File: src/rtl/operand_reader.sv
// -----------------------------------------------------------------------------
// operand_reader
//
// Fetches 64-bit words from SRAM over an inclusive address range and hands
// each word to the adder datapath as two DATA_W-bit operands, lower half
// first, using a valid/ready handshake. One start pulse launches a transfer;
// a one-cycle done pulse reports completion.
//
// Ports
//   clk_i         clock, all logic on posedge
//   rst_i         synchronous active-high reset
//   start_i       start pulse, sampled only while idle
//   start_addr_i  first word address, latched on an accepted start
//   end_addr_i    last word address (inclusive), latched on an accepted start
//   busy_o        high whenever the reader is not idle
//   done_o        one-cycle pulse after the final upper half is accepted
//   mem_re_o      SRAM read enable
//   mem_addr_o    SRAM read address
//   mem_rdata_i   SRAM read data, valid one cycle after mem_re_o
//   op_valid_o    operand valid
//   op_ready_i    consumer ready
//   op_data_o     operand value
//   op_upper_o    0 = lower half of the word, 1 = upper half
//
// MEM_WORD_SIZE must equal 2*DATA_W.
// -----------------------------------------------------------------------------
module operand_reader #(
    parameter int DATA_W        = 32,
    parameter int MEM_WORD_SIZE = 64,
    parameter int ADDR_W        = 10
) (
    input  logic                     clk_i,
    input  logic                     rst_i,
    input  logic                     start_i,
    input  logic [ADDR_W-1:0]        start_addr_i,
    input  logic [ADDR_W-1:0]        end_addr_i,
    output logic                     busy_o,
    output logic                     done_o,
    output logic                     mem_re_o,
    output logic [ADDR_W-1:0]        mem_addr_o,
    input  logic [MEM_WORD_SIZE-1:0] mem_rdata_i,
    output logic                     op_valid_o,
    input  logic                     op_ready_i,
    output logic [DATA_W-1:0]        op_data_o,
    output logic                     op_upper_o
);

    typedef enum logic [2:0] {
        S_IDLE = 3'd0,
        S_REQ  = 3'd1,
        S_WAIT = 3'd2,
        S_LOW  = 3'd3,
        S_HIGH = 3'd4,
        S_DONE = 3'd5
    } state_t;

    state_t                   state_q, state_d;
    logic [ADDR_W-1:0]        cur_addr_q, cur_addr_d;
    logic [ADDR_W-1:0]        end_addr_q, end_addr_d;
    logic [MEM_WORD_SIZE-1:0] word_q, word_d;

    always_ff @(posedge clk_i) begin
        if (rst_i) begin
            state_q    <= S_IDLE;
            cur_addr_q <= '0;
            end_addr_q <= '0;
            word_q     <= '0;
        end else begin
            state_q    <= state_d;
            cur_addr_q <= cur_addr_d;
            end_addr_q <= end_addr_d;
            word_q     <= word_d;
        end
    end

    always_comb begin
        state_d    = state_q;
        cur_addr_d = cur_addr_q;
        end_addr_d = end_addr_q;
        word_d     = word_q;

        busy_o     = 1'b1;
        done_o     = 1'b0;
        mem_re_o   = 1'b0;
        mem_addr_o = '0;
        op_valid_o = 1'b0;
        op_data_o  = word_q[DATA_W-1:0];
        op_upper_o = 1'b0;

        unique case (state_q)
            S_IDLE: begin
                busy_o = 1'b0;
                if (start_i) begin
                    cur_addr_d = start_addr_i;
                    end_addr_d = end_addr_i;
                    state_d    = S_REQ;
                end
            end
            S_REQ: begin
                mem_re_o   = 1'b1;
                mem_addr_o = cur_addr_q;
                state_d    = S_WAIT;
            end
            S_WAIT: begin
                // SRAM returns data exactly one cycle after the read enable.
                word_d  = mem_rdata_i;
                state_d = S_LOW;
            end
            S_LOW: begin
                op_valid_o = 1'b1;
                if (op_ready_i) begin
                    state_d = S_HIGH;
                end
            end
            S_HIGH: begin
                op_valid_o = 1'b1;
                op_data_o  = word_q[MEM_WORD_SIZE-1:DATA_W];
                op_upper_o = 1'b1;
                if (op_ready_i) begin
                    if (cur_addr_q == end_addr_q) begin
                        state_d = S_DONE;
                    end else begin
                        // Natural ADDR_W overflow gives the wrap through the
                        // top of memory when end_addr < start_addr.
                        cur_addr_d = cur_addr_q + {{(ADDR_W-1){1'b0}}, 1'b1};
                        state_d    = S_REQ;
                    end
                end
            end
            S_DONE: begin
                done_o  = 1'b1;
                state_d = S_IDLE;
            end
            default: begin
                state_d = S_IDLE;
            end
        endcase
    end

endmodule

File: config.mk
export PLATFORM = sky130hd
export DESIGN_NAME = operand_reader
export DESIGN_NICKNAME = d
export VERILOG_FILES = /design/src/rtl/operand_reader.sv
export SDC_FILE = /design/constraint.sdc
export NUM_CORES = 1
export LEC_CHECK = 0
export ABC_AREA = 1
export CAP_MARGIN = 0
export CORE_MARGIN = 8
export CORE_UTILIZATION = 30
export CTS_BUF_LIST = sky130_fd_sc_hd__clkbuf_8
export DETAILED_ROUTE_END_ITERATION = 10
export SYNTH_ARGS = -nofsm -noshare
export SYNTH_HDL_FRONTEND = slang
export SYNTH_SLANG_ARGS = --single-unit
File: constraint.sdc
create_clock -name clk_i -period 3.4 [get_ports clk_i]
set_input_delay 0.85 -clock clk_i [delete_from_list [all_inputs] [get_ports clk_i]]
set_output_delay 0.85 -clock clk_i [all_outputs]
set_load 0.01 [all_outputs]
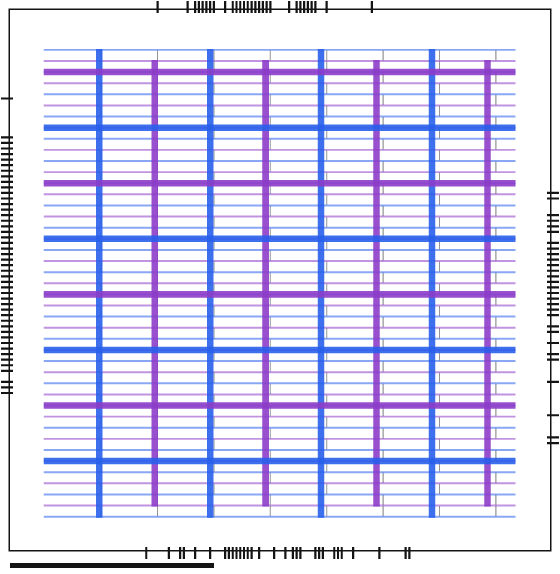
run_1/power_grid.png
Bar = 50 microns. Pins as bars on the die edge. Tap cells in grey.
- purple: VDD
- blue: VSS
- signal pins: 135
- met4 straps: 8

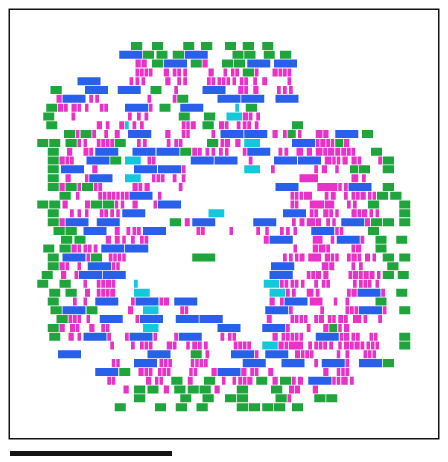
run_1/placement_by_type.png
Bar = 50 microns.
- blue: sequential cells (cells 87)
- green: remaining buffers and delay cells (cells 139)
- magenta: combinational and other logic (cells 499)
- cyan: clock drivers and dummy loads (cells 15)
Seq area share: 30.8%
core box area: 13200 sq um

==> run_results.csv, run 1 <==
group,metric,value,unit
final_layout,final_cells,916,
final_layout,layout.nets,825,
clock_tree,clk_pin_slew,80,ps
clock_tree,number_of_setup_buffers_added_after_cts,0,
synth,synth_top_flop_cell,"sky130_fd_sc_hd__dfxtp_1",
worst_setup_path,depth_of_the_worst_register_to_register_path,9,
route,drt-total-wl,12.3,mm
route,number_of_antenna_violating_nets_in_the_routed_design,0,
clock_tree,cts.repair.resized,0,
synth,synth-edff-count,0,
synth,floorplan.nets,711,
worst_setup_path,crit_chain,"nor2_2 -> nand2_2 -> inv_2 -> nand2_1 -> nand2_1 -> clkdlybuf4s50_1",
synth,syn-cell-area,4050,sq um
worst_setup_path,most_used_cell_along_the_critical_path,"sky130_fd_sc_hd__nand2_1",
status,status,"completed",
synth,and_or_or_and_share_of_the_synthesized_area,12.3,%
worst_setup_path,reg2reg_slack,1450,ps
worst_setup_path,critical_path.slowest_cell,"sky130_fd_sc_hd__clkdlybuf4s50_1",
pwr,p_leak,0.00232,uW
worst_hold_path,worst_hold_path.num_cells,2,
floorplan,num_rows,42,
worst_setup_path,start_of_the_worst_register_to_register_path,"state_q[1]$_SDFFE_PP0P_",
worst_setup_path,timing.critical_path.slowest_cell_delay,550,ps
floorplan,design.die.area,17500,sq um
synth,numSynthFlops,87,
timing,finalHoldViolCount,0,
placement,place_congestion,0.833,
clock_tree,clock-root-buffer,"sky130_fd_sc_hd__clkbuf_8",
pwr,worst_ir_drop_vdd,0.171,mV
worst_setup_path,worst-endpoint-required,2550,ps
synth,simple_gate_area_share,36.6,%
worst_setup_path,end_kind,"output pin",
synth,synth_stat.cells,622,
synth,ys_chip_area,4050,sq um
pwr,power-per-cell-area,477,nW/um^2
final_layout,insertedDiodeCount,0,
synth,synth.cellmix.xorXnorShare,0.216,%
worst_setup_path,worstSetupStartpointType,"flop",
timing,relSlewSlack,27.4,%
synth,adder_share,0.309,%
synth,logic_family,"simple AND/OR/NAND/NOR gates",
synth,topCellsByArea,"sky130_fd_sc_hd__dfxtp_1 (43%), sky130_fd_sc_hd__nand2_1 (15%), sky130_fd_sc_hd__nor2_1 (15%), sky130_fd_sc_hd__o21ai_0 (7.9%), sky130_fd_sc_hd__nand3_1 (2.2%)",
timing,fin_crit,3150,ps
synth,yosys.area.top_type_share,43.0,%
timing,worst_slew_pin_slew,1090,ps
synth,synthTopCellsByCount,"sky130_fd_sc_hd__nand2_1 (167), sky130_fd_sc_hd__nor2_1 (167), sky130_fd_sc_hd__dfxtp_1 (87)",
floorplan,die_w,132,microns
job,tool_warnings,26,
route,routed_via_density,4.50,
clock_tree,insertion_delay,350,ps
final_layout,core_occupancy_in_the_finished_layout,42.8,%
synth,synth.yosys.warnings,0,
synth,post_synth_num_cell_types,30,
worst_hold_path,hold-path-endpoint,"end_addr_q[4]$_SDFFE_PP0P_",
route,drt_drc_violations_left,0,
synth,ys_seq_share,43.0,%
synth,synth.largest_area_cell,"sky130_fd_sc_hd__dfxtp_1",
timing,clock.fmax,318,MHz
job,max-cap-violations,0,
worst_setup_path,timing.setup.critical_path_class,"flop to output pin",
global_route,grt_overflow,0,
worst_setup_path,r2r_end,"cur_addr_q[8]$_SDFFE_PP0P_",
timing,finalSetupTns,0,ps
clock_tree,cts_tree,"yes",
worst_setup_path,path_max_fanout,35,
clock_tree,clock_tree.htree_level_count,3,
synth,synth_area_per_cell,6.51,sq um
global_route,grt_first_pass_wirelength,20.1,mm
worst_hold_path,min_from,"end_addr_q[4]$_SDFFE_PP0P_",
final_layout,area.growth.synth_to_final,39.6,%
synth,synthCells,622,
timing,grt_setup_unrepaired,"no",
global_route,grt_pass1_vias,4051,
placement,buffer_ports.inserted,134,
timing,timing.final.setup_violations,0,
final_layout,drive_gt1_share,5.14,%
timing,drv_slew,0,
placement,place.detailed.instances,901,
placement,dp_hpwl,8.76,mm
route,routed-via-count,4126,
timing,final_min_period_over_clock_period,92.6,%
global_route,grt_antenna_before_repair,1,
route,first_iter_violations,204,
global_route,grtUsageTotal,13.9,%
route,drt-wirelength-per-cell,13.4,microns
clock_tree,clock-sinks,87,
worst_setup_path,arr_time_crit_path,2300,ps
clock_tree,tritoncts.num_buffers,9,
floorplan,io_pins,135,
synth,ys_async_sr_fraction,0,%
global_route,maximum_number_of_pins_on_one_net_before_global_route_repair,66,
timing,fin_worst_skew,8.18,ps
route,firstDrtPassIters,4,
clock_tree,cts.path.max_buffers,2,
floorplan,floorplan.die.height,132,microns
worst_hold_path,min_path_type,"flop to flop",
synth,synth.mux.area_fraction,0,%
clock_tree,cts.hold.buffers_added,0,
floorplan,fp-utilization,30.7,%
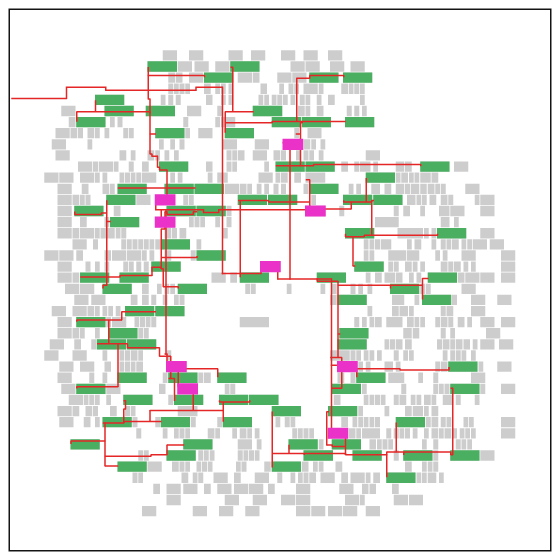
run_1/clk_routes.png
- magenta: clock drivers (count 9)
- red: clock wires (length 1130 microns)
- green: flip-flops (count 87)
- routed clock nets: 10

## run 1: critical path, delay by kind of cell, from the launching register on
family	cells	cell delay, ps
simple gates	4	510
flops	1	380
buf+inv	2	1070
## run 1: sequential cells by signal (all words and copies together) (netlist names)
name and cells:
word_q 64, cur_addr_q 10, end_addr_q 10, state_q 3
## run 1: layer usage
layer / part of all wire [%] / wire length (microns) / global-route usage [%] / up-vias
li1: - / - / - / 2177
met1: 47 / 5820 / 17.2 / 1823
met2: 44 / 5360 / 21.7 / 106
met3: 6.9 / 848 / 4.65 / 18
met4: 2.3 / 280 / 5.87 / 2
met5: 0.081 / 10 / 0 / -
## run 1: layout by cell type, fill, tap and decap left out, types with 4 or more instances in the layout
| master | netlist | routed |
|---|---|---|
| sky130_fd_sc_hd__inv_1 | 22 | 24 |
| sky130_fd_sc_hd__buf_4 | 6 | 4 |
| sky130_fd_sc_hd__nand2_1 | 167 | 167 |
| sky130_fd_sc_hd__nor2_1 | 167 | 167 |
| sky130_fd_sc_hd__o21ai_0 | 64 | 64 |
| sky130_fd_sc_hd__clkbuf_8 | 0 | 12 |
| sky130_fd_sc_hd__inv_2 | 9 | 10 |
| sky130_fd_sc_hd__clkdlybuf4s50_1 | 0 | 134 |
| sky130_fd_sc_hd__dfxtp_1 | 87 | 87 |
| sky130_fd_sc_hd__a21oi_1 | 14 | 14 |
| sky130_fd_sc_hd__nand4_1 | 4 | 4 |
| sky130_fd_sc_hd__o21ai_1 | 14 | 14 |
| sky130_fd_sc_hd__nand3_1 | 18 | 18 |
## run 1: metrics by stage
| stage | total power, uW | hold WS [ps] | setup slack, ps | area [sq um] |
|---|---|---|---|---|
| final | 2690 | 470 | 251 | 5650 |
| after CTS | 2740 | 474 | 219 | 5650 |
| after global placement | 2060 | 457 | 632 | 5470 |
| after detailed placement | 2070 | 461 | 628 | 5470 |
| after global routing | 2880 | 498 | 28.8 | 5650 |
| after floorplan | 1730 | 444 | 1290 | 4050 |
## run 1: report_power, final
| group | leakage (uW) | switching, uW | internal, uW |
|---|---|---|---|
| combinational | 0.00151 | 411 | 376 |
| clock | 0.000102 | 340 | 315 |
| sequential | 0.000714 | 89.6 | 1160 |
| total | 0.00232 | 841 | 1850 |
## run 1: layout make-up
cell class / instances / area (sq um)
Timing Repair Buffer: 139 / 1390
Tap cell: 176 / 220
Clock buffer: 12 / 165
Multi-Input combinational cell: 468 / 2000
Inverter: 31 / 116
Fill cell: 1381 / 7540
Clock inverter: 3 / 11.3
Sequential cell: 87 / 1740
## run 1: worst max path at each step
| stage | to | from | slack [ps] | depth (start not counted) |
|---|---|---|---|---|
| after floorplan | op_data_o[22] | state_q[1]$_SDFFE_PP0P_ | 1290 | 8 |
| after global placement | op_data_o[23] | state_q[1]$_SDFFE_PP0P_ | 630 | 6 |
| after detailed placement | op_data_o[22] | state_q[1]$_SDFFE_PP0P_ | 630 | 6 |
| after CTS | op_data_o[6] | state_q[1]$_SDFFE_PP0P_ | 220 | 6 |
| after global routing | op_data_o[3] | state_q[1]$_SDFFE_PP0P_ | 30 | 6 |
| final | op_data_o[6] | state_q[1]$_SDFFE_PP0P_ | 250 | 6 |
## Run 2: what changed since run 1
--- a/config.mk
+++ b/config.mk
@@ -6,11 +6,13 @@
 export NUM_CORES = 1
 export LEC_CHECK = 0
 export ABC_AREA = 1
-export CAP_MARGIN = 0
+export CAP_MARGIN = 20
 export CORE_MARGIN = 8
-export CORE_UTILIZATION = 30
+export CORE_UTILIZATION = 51
 export CTS_BUF_LIST = sky130_fd_sc_hd__clkbuf_8
+export CTS_CLUSTER_SIZE = 40
 export DETAILED_ROUTE_END_ITERATION = 10
+export PLACE_DENSITY = 0.88
 export SYNTH_ARGS = -nofsm -noshare
 export SYNTH_HDL_FRONTEND = slang
 export SYNTH_SLANG_ARGS = --single-unit
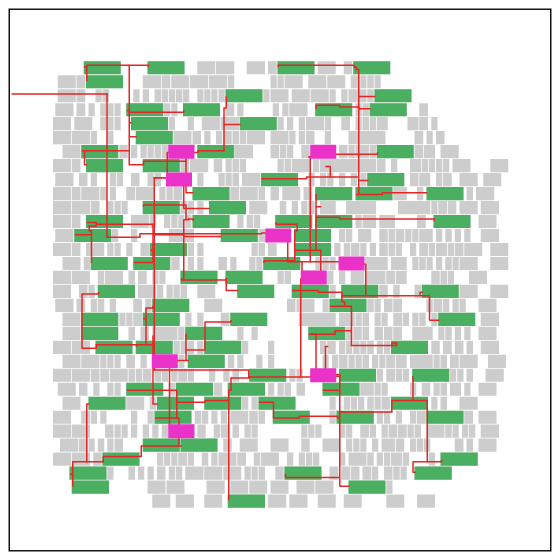
run_2/clk_routes.png
- magenta: clock drivers (count 9)
- red: clock wires (length 1000 microns)
- green: flip-flops (count 87)
- routed clock nets: 10

==> run 2 against run 1 <==
- clock skew rose by 1.8 ps
- hold slack improved by 1.7 ps
- sequential power barely moved
- combinational power rose by 0.8%
- total power rose by 4.0%
- via count rose by 5.2%
- final area fell by 0.60%
- count of clock-buffer cells in the layout fell by 1
==> run_results.csv, run 2 <==
group,metric,value,unit
final_layout,area.growth.synth_to_final,38.7,%
timing,clock.fmax,315,MHz
synth,ys_chip_area,4050,sq um
floorplan,io_pins,135,
worst_setup_path,crit_chain,"nor2_2 -> nand2_2 -> inv_2 -> nand2_1 -> nand2_1 -> clkdlybuf4s50_1",
synth,ys_async_sr_fraction,0,%
clock_tree,insertion_delay,350,ps
floorplan,fp-utilization,52.4,%
synth,syn-cell-area,4050,sq um
placement,place_congestion,0.913,
worst_setup_path,timing.critical_path.slowest_cell_delay,570,ps
worst_setup_path,worstSetupStartpointType,"flop",
timing,finalHoldViolCount,0,
timing,timing.final.setup_violations,0,
floorplan,num_rows,32,
route,drt_drc_violations_left,0,
global_route,maximum_number_of_pins_on_one_net_before_global_route_repair,74,
timing,fin_crit,3170,ps
clock_tree,number_of_setup_buffers_added_after_cts,0,
final_layout,insertedDiodeCount,0,
timing,relSlewSlack,54.7,%
global_route,grt_pass1_vias,4200,
clock_tree,clock_tree.htree_level_count,3,
route,first_iter_violations,243,
floorplan,die_w,105,microns
clock_tree,tritoncts.num_buffers,9,
timing,drv_slew,0,
floorplan,design.die.area,11000,sq um
worst_hold_path,worst_hold_path.num_cells,2,
clock_tree,cts.path.max_buffers,2,
route,number_of_antenna_violating_nets_in_the_routed_design,0,
final_layout,layout_top_cells,"sky130_fd_sc_hd__nor2_1 (167), sky130_fd_sc_hd__nand2_1 (167), sky130_fd_sc_hd__clkdlybuf4s50_1 (134), sky130_fd_sc_hd__dfxtp_1 (87), sky130_fd_sc_hd__o21ai_0 (64)",
synth,synth.yosys.warnings,0,
placement,dp_hpwl,8.33,mm
synth,synth_area_per_cell,6.51,sq um
final_layout,top_register,"word_q",
worst_setup_path,worstPathBufferInverterCount,2,
synth,yosys.area.top_type_share,43.0,%
clock_tree,cts.repair.resized,0,
timing,worst_slew_pin_slew,678,ps
worst_setup_path,reg2reg_slack,1510,ps
final_layout,largest_reg_flops,64,
pwr,p_leak,0.00235,uW
synth,floorplan.nets,711,
synth,synth_stat.cells,622,
clock_tree,clock-root-buffer,"sky130_fd_sc_hd__clkbuf_8",
clock_tree,clk_pin_slew,90,ps
synth,post_synth_num_cell_types,30,
status,status,"completed",
worst_setup_path,family_of_cells_with_the_greatest_summed_delay_on_the_critical_path,"buffers and inverters",
synth,synthTopCellsByCount,"sky130_fd_sc_hd__nand2_1 (167), sky130_fd_sc_hd__nor2_1 (167), sky130_fd_sc_hd__dfxtp_1 (87)",
synth,ys_seq_share,43.0,%
worst_setup_path,worst-endpoint-required,2550,ps
clock_tree,clock-sinks,87,
global_route,grt_antenna_before_repair,0,
timing,final_min_period_over_clock_period,93.3,%
synth,synth_top_flop_cell,"sky130_fd_sc_hd__dfxtp_1",
worst_setup_path,arr_time_crit_path,2320,ps
worst_setup_path,critical_path.slowest_cell,"sky130_fd_sc_hd__clkdlybuf4s50_1",
route,routed_via_density,5.14,
pwr,worst_ir_drop_vdd,0.301,mV
placement,pre_cts_ws,646,ps
worst_hold_path,hold-path-endpoint,"end_addr_q[8]$_SDFFE_PP0P_",
synth,topCellsByArea,"sky130_fd_sc_hd__dfxtp_1 (43%), sky130_fd_sc_hd__nand2_1 (15%), sky130_fd_sc_hd__nor2_1 (15%), sky130_fd_sc_hd__o21ai_0 (7.9%), sky130_fd_sc_hd__nand3_1 (2.2%)",
floorplan,floorplan.die.height,105,microns
worst_setup_path,start_of_the_worst_register_to_register_path,"state_q[1]$_SDFFE_PP0P_",
job,tool_warnings,26,
worst_setup_path,most_used_cell_along_the_critical_path,"sky130_fd_sc_hd__nand2_1",
route,firstDrtPassIters,5,
global_route,grt_overflow,0,
timing,fin_worst_skew,9.99,ps
clock_tree,cts_tree,"yes",
worst_setup_path,end_kind,"output pin",
clock_tree,cts.hold.buffers_added,0,
route,drt-total-wl,11.9,mm
synth,synth.largest_area_cell,"sky130_fd_sc_hd__dfxtp_1",
placement,buffer_ports.inserted,134,
timing,grt_setup_unrepaired,"no",
synth,numSynthFlops,87,
job,max-cap-violations,0,
timing,finalSetupTns,0,ps
timing,post_route_setup_slack,227,ps
worst_setup_path,timing.setup.critical_path_class,"flop to output pin",
worst_hold_path,min_from,"end_addr_q[8]$_SDFFE_PP0P_",
floorplan,placeableCoreArea,7730,sq um
worst_hold_path,min_path_type,"flop to flop",
final_layout,drive_gt1_share,5.79,%
global_route,grt_first_pass_wirelength,19.4,mm
worst_setup_path,r2r_end,"state_q[0]$_SDFFE_PP0P_",
worst_setup_path,path_max_fanout,37,
worst_setup_path,depth_of_the_worst_register_to_register_path,7,
synth,synthCells,622,
synth,synth-edff-count,0,
final_layout,largestRegisters,"word_q (64), cur_addr_q (10), end_addr_q (10)",
final_layout,layout.nets,827,
pwr,power-per-cell-area,499,nW/um^2
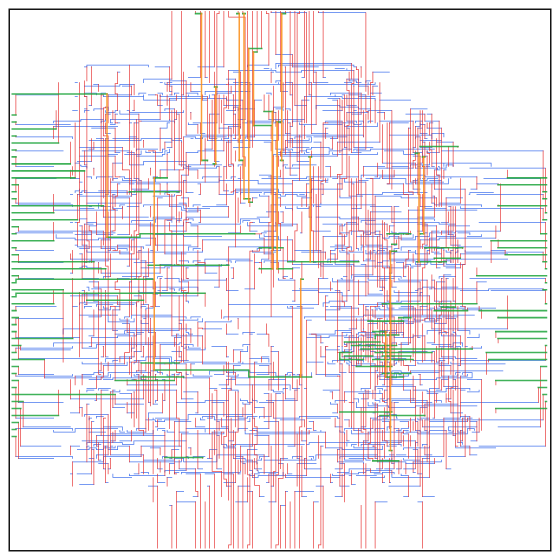
run_2/wires.png
- blue: metal 1 (wire length 5020 microns)
- orange: metal 4 (wire length 428 microns)
- red: metal 2 (wire length 5590 microns)
- green: metal 3 (wire length 842 microns)
all-layer global routing usage: 20.8%
total number of vias: 4342
Routed wire per std cell: 14.1 microns

-- run 2: netlist changes by cell type in the layout (fill, tap and decap cells not counted), sizes merged --
cell / previous run / this run
buf: 5 / 7
clkinv: 0 / 2
bufinv: 0 / 1
clkbuf: 12 / 11
inv: 34 / 33
-- run 2: area by class of cell --
type | count | area (sq um)
Fill cell | 626 | 2110
Clock inverter | 5 | 56.3
Multi-Input combinational cell | 468 | 2000
Timing Repair Buffer | 141 | 1420
Inverter | 31 | 116
Sequential cell | 87 | 1740
Tap cell | 102 | 128
Clock buffer | 11 | 151
-- run 2: worst max-delay path by stage --
stage	end	cells after the start	from
after floorplan	op_data_o[22]	8	state_q[1]$_SDFFE_PP0P_
after global placement	op_data_o[23]	6	state_q[1]$_SDFFE_PP0P_
after detailed placement	op_data_o[26]	6	state_q[1]$_SDFFE_PP0P_
after CTS	op_data_o[18]	6	state_q[1]$_SDFFE_PP0P_
after global routing	op_data_o[16]	6	state_q[1]$_SDFFE_PP0P_
final	op_data_o[16]	6	state_q[1]$_SDFFE_PP0P_
-- run 2: kinds of logic (layout without fill, tap and decap cells) --
logic type	count (synthesis)	count (layout)	share of synthesized area (%)
buffers and inverters	67	188	7.48
AOI/OAI and AO/OA	96	96	12.3
adders and majority gates	1	1	0.309
and+or+nand+nor	370	370	36.6
xor gates and xnor gates	1	1	0.216
DFF	87	87	43.0
-- run 2: per-layer routing --
metal	vias to the layer above	track usage [%]	part of all wire, %
met5	-	0	0
met4	0	10.7	3.6
met3	34	4.91	7.1
met2	183	33.9	47
met1	1945	25.1	42
li1	2180	-	-
-- run 2: metrics by stage --
stage	area [sq um]	total power [uW]	std cells	hold WS [ps]	utilization [%]
after floorplan	4050	1730	622	444	-
after global placement	5390	2030	828	454	69.7
after detailed placement	5390	2060	828	460	69.7
after CTS	5600	2810	844	473	72.4
after global routing	5620	2960	845	501	72.7
final	5620	2800	845	472	72.7
-- run 2: worst min-delay path: stages (launching register included) --
cell	delay [ps]
sky130_fd_sc_hd__dfxtp_1	320
sky130_fd_sc_hd__inv_1	60
sky130_fd_sc_hd__a21oi_1	50
-- run 2: report_power, final --
group	leakage [uW]	switching (uW)	internal (uW)
Sequential	0.000714	95.5	1160
Combinational	0.00152	414	379
Clock	0.000111	371	380
Total	0.00235	881	1920
## Run 3: what changed since run 2
--- a/config.mk
+++ b/config.mk
@@ -12,7 +12,10 @@
 export CTS_BUF_LIST = sky130_fd_sc_hd__clkbuf_8
 export CTS_CLUSTER_SIZE = 40
 export DETAILED_ROUTE_END_ITERATION = 10
+export HOLD_SLACK_MARGIN = 0.1
+export MAX_ROUTING_LAYER = met4
 export PLACE_DENSITY = 0.88
+export SLEW_MARGIN = 20
 export SYNTH_ARGS = -nofsm -noshare
 export SYNTH_HDL_FRONTEND = slang
 export SYNTH_SLANG_ARGS = --single-unit
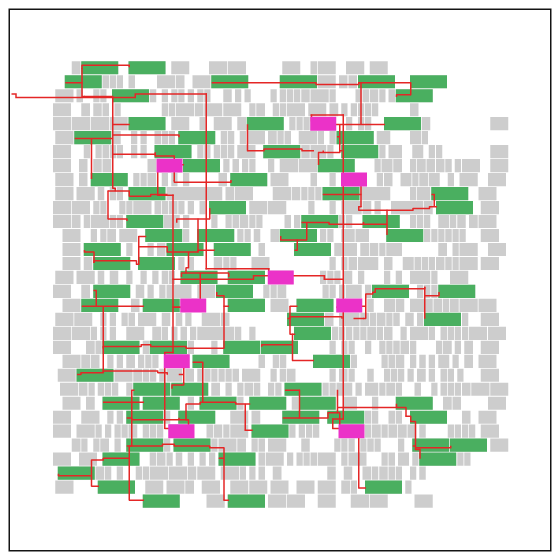
run_3/clk_routes.png
- green: flip-flops (count 87)
- magenta: clock drivers (count 9)
- red: clock wires (length 987 microns)
- routed clock nets: 10

==> run 3 against run 2 <==
- clock power increased by 3%
- area after synthesis unchanged
- sequential cell count unchanged
- critical path depth unchanged
- critical endpoint is now op_data_o[23]
- largest cell class unchanged
- highest routed layer unchanged
==> run_results.csv, run 3 <==
group,metric,value,unit
final_layout,area.growth.synth_to_final,38.1,%
timing,drv_slew,0,
clock_tree,clk_pin_slew,90,ps
synth,post_synth_num_cell_types,30,
synth,ys_seq_share,43.0,%
pwr,p_leak,0.00233,uW
timing,grt_setup_unrepaired,"no",
route,number_of_antenna_violating_nets_in_the_routed_design,0,
timing,finalHoldViolCount,0,
global_route,maximum_number_of_pins_on_one_net_before_global_route_repair,66,
floorplan,floorplan.die.height,105,microns
global_route,grt_pass1_vias,4222,
placement,place.detailed.instances,827,
floorplan,design.die.area,11000,sq um
synth,syn-cell-area,4050,sq um
clock_tree,clock-root-buffer,"sky130_fd_sc_hd__clkbuf_8",
final_layout,finish.instance_area,5590,sq um
global_route,grt_overflow,0,
floorplan,num_rows,32,
clock_tree,insertion_delay,360,ps
synth,yosys.area.top_type_share,43.0,%
timing,worst_slew_pin_slew,1050,ps
worst_setup_path,worstPathBufferInverterCount,2,
route,routed_via_density,5.07,
job,max-cap-violations,0,
synth,topCellsByArea,"sky130_fd_sc_hd__dfxtp_1 (43%), sky130_fd_sc_hd__nand2_1 (15%), sky130_fd_sc_hd__nor2_1 (15%), sky130_fd_sc_hd__o21ai_0 (7.9%), sky130_fd_sc_hd__nand3_1 (2.2%)",
synth,floorplan.nets,711,
status,status,"completed",
placement,buffer_ports.inserted,134,
clock_tree,cts_tree,"yes",
route,first_iter_violations,244,
timing,relSlewSlack,29.8,%
global_route,grt_antenna_before_repair,0,
route,drt-wirelength-per-cell,14.1,microns
clock_tree,tritoncts.num_buffers,9,
placement,dp_hpwl,8.40,mm
timing,final_min_period_over_clock_period,93.8,%
route,drt_drc_violations_left,0,
floorplan,io_pins,135,
worst_setup_path,critical_path.slowest_cell,"sky130_fd_sc_hd__clkdlybuf4s50_1",
worst_setup_path,path_max_fanout,46,
synth,synthCells,622,
worst_hold_path,min_path_type,"flop to flop",
route,firstDrtPassIters,5,
timing,fin_crit,3190,ps
synth,synthTopCellsByCount,"sky130_fd_sc_hd__nand2_1 (167), sky130_fd_sc_hd__nor2_1 (167), sky130_fd_sc_hd__dfxtp_1 (87)",
final_layout,num-fill-cells,636,
global_route,grt_first_pass_wirelength,19.5,mm
worst_setup_path,family_of_cells_with_the_greatest_summed_delay_on_the_critical_path,"buffers and inverters",
pwr,worst_ir_drop_vdd,0.270,mV
final_layout,core_occupancy_in_the_finished_layout,72.4,%
synth,synth_stat.cells,622,
final_layout,layout.nets,825,
final_layout,insertedDiodeCount,0,
synth,ys_async_sr_fraction,0,%
clock_tree,clock_tree.htree_level_count,3,
worst_setup_path,worst-endpoint-required,2550,ps
final_layout,largest_reg_flops,64,
synth,synth.largest_area_cell,"sky130_fd_sc_hd__dfxtp_1",
floorplan,placeableCoreArea,7730,sq um
worst_setup_path,arr_time_crit_path,2340,ps
floorplan,fp-utilization,52.4,%
clock_tree,cts.path.max_buffers,2,
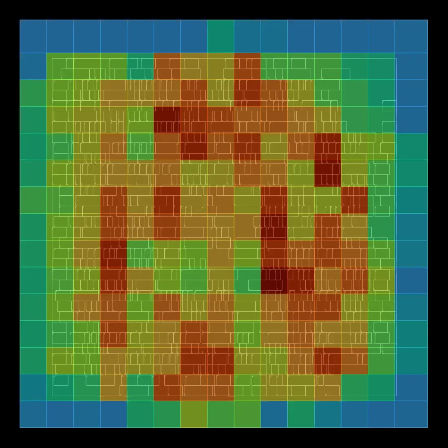
run_3/congestion.png
global-route met2 utilization: 35.4%
all-layer global routing usage: 21.8%
peak-usage layer in the global routing report: met2
met3 routing resource usage after global routing: 5.47%

-- run 3: cells by family (layout without fill, tap and decap cells) --
logic type	Yosys count	after routing	share of synthesized area [%]
AND-OR/OR-AND	96	96	12.3
XOR/XNOR	1	1	0.216
adder cells (fa/ha/maj)	1	1	0.309
buffers and inverters	67	186	7.48
flip-flops	87	87	43.0
AND/OR/NAND/NOR	370	370	36.6
-- run 3: through the flow --
stage / hold slack [ps] / worst slack [ps]
floorplan: 444 / 1290
detailed placement: 463 / 633
global route: 504 / 107
CTS: 477 / 224
finish: 479 / 211
global placement: 456 / 708
-- run 3: final cells by class --
| class | count | area (sq um) | area share, % |
|---|---|---|---|
| multi-input combinational | 468 | 2000 | 35.8 |
| sequential | 87 | 1740 | 31.1 |
| tap | 102 | 128 | 2.28 |
| timing repair buffer | 139 | 1390 | 24.9 |
| clock inverter | 7 | 87.6 | 1.57 |
| inverter | 31 | 116 | 2.08 |
| clock buffer | 9 | 124 | 2.22 |
-- run 3: where the power goes --
group,internal [uW],switching (uW),total [uW],leakage (uW)
combinational,376,413,789,0.00151
sequential,1160,96.3,1260,0.000714
clock,359,411,770,0.000109
-- run 3: worst paths after layout --
| path | from | endpoint | slack (ps) | cells past startpoint |
|---|---|---|---|---|
| setup / recovery | state_q[1]$_SDFFE_PP0P_ | op_data_o[23] | 210 | 6 |
| setup reg to reg | state_q[1]$_SDFFE_PP0P_ | state_q[0]$_SDFFE_PP0P_ | 1470 | 7 |
| hold reg to reg | end_addr_q[7]$_SDFFE_PP0P_ | end_addr_q[7]$_SDFFE_PP0P_ | 480 | 2 |
| hold / removal | end_addr_q[7]$_SDFFE_PP0P_ | end_addr_q[7]$_SDFFE_PP0P_ | 480 | 2 |
-- run 3: worst min-delay path, stage by stage (launching register included) --
cell and delay, ps:
sky130_fd_sc_hd__dfxtp_1 320, sky130_fd_sc_hd__inv_1 60, sky130_fd_sc_hd__a21oi_1 60
-- run 3: layer usage --
layer  vias to the layer above  global-route usage, %  routed length [microns]
met2                       163                   35.4                     5610
met3                        23                   5.47                      863
met4                         0                   9.79                      312
li1                       2172                      -                        -
met1                      1912                   24.8                     5100
met5                         -                      -                        0
Power and IR drop assume default switching activity.
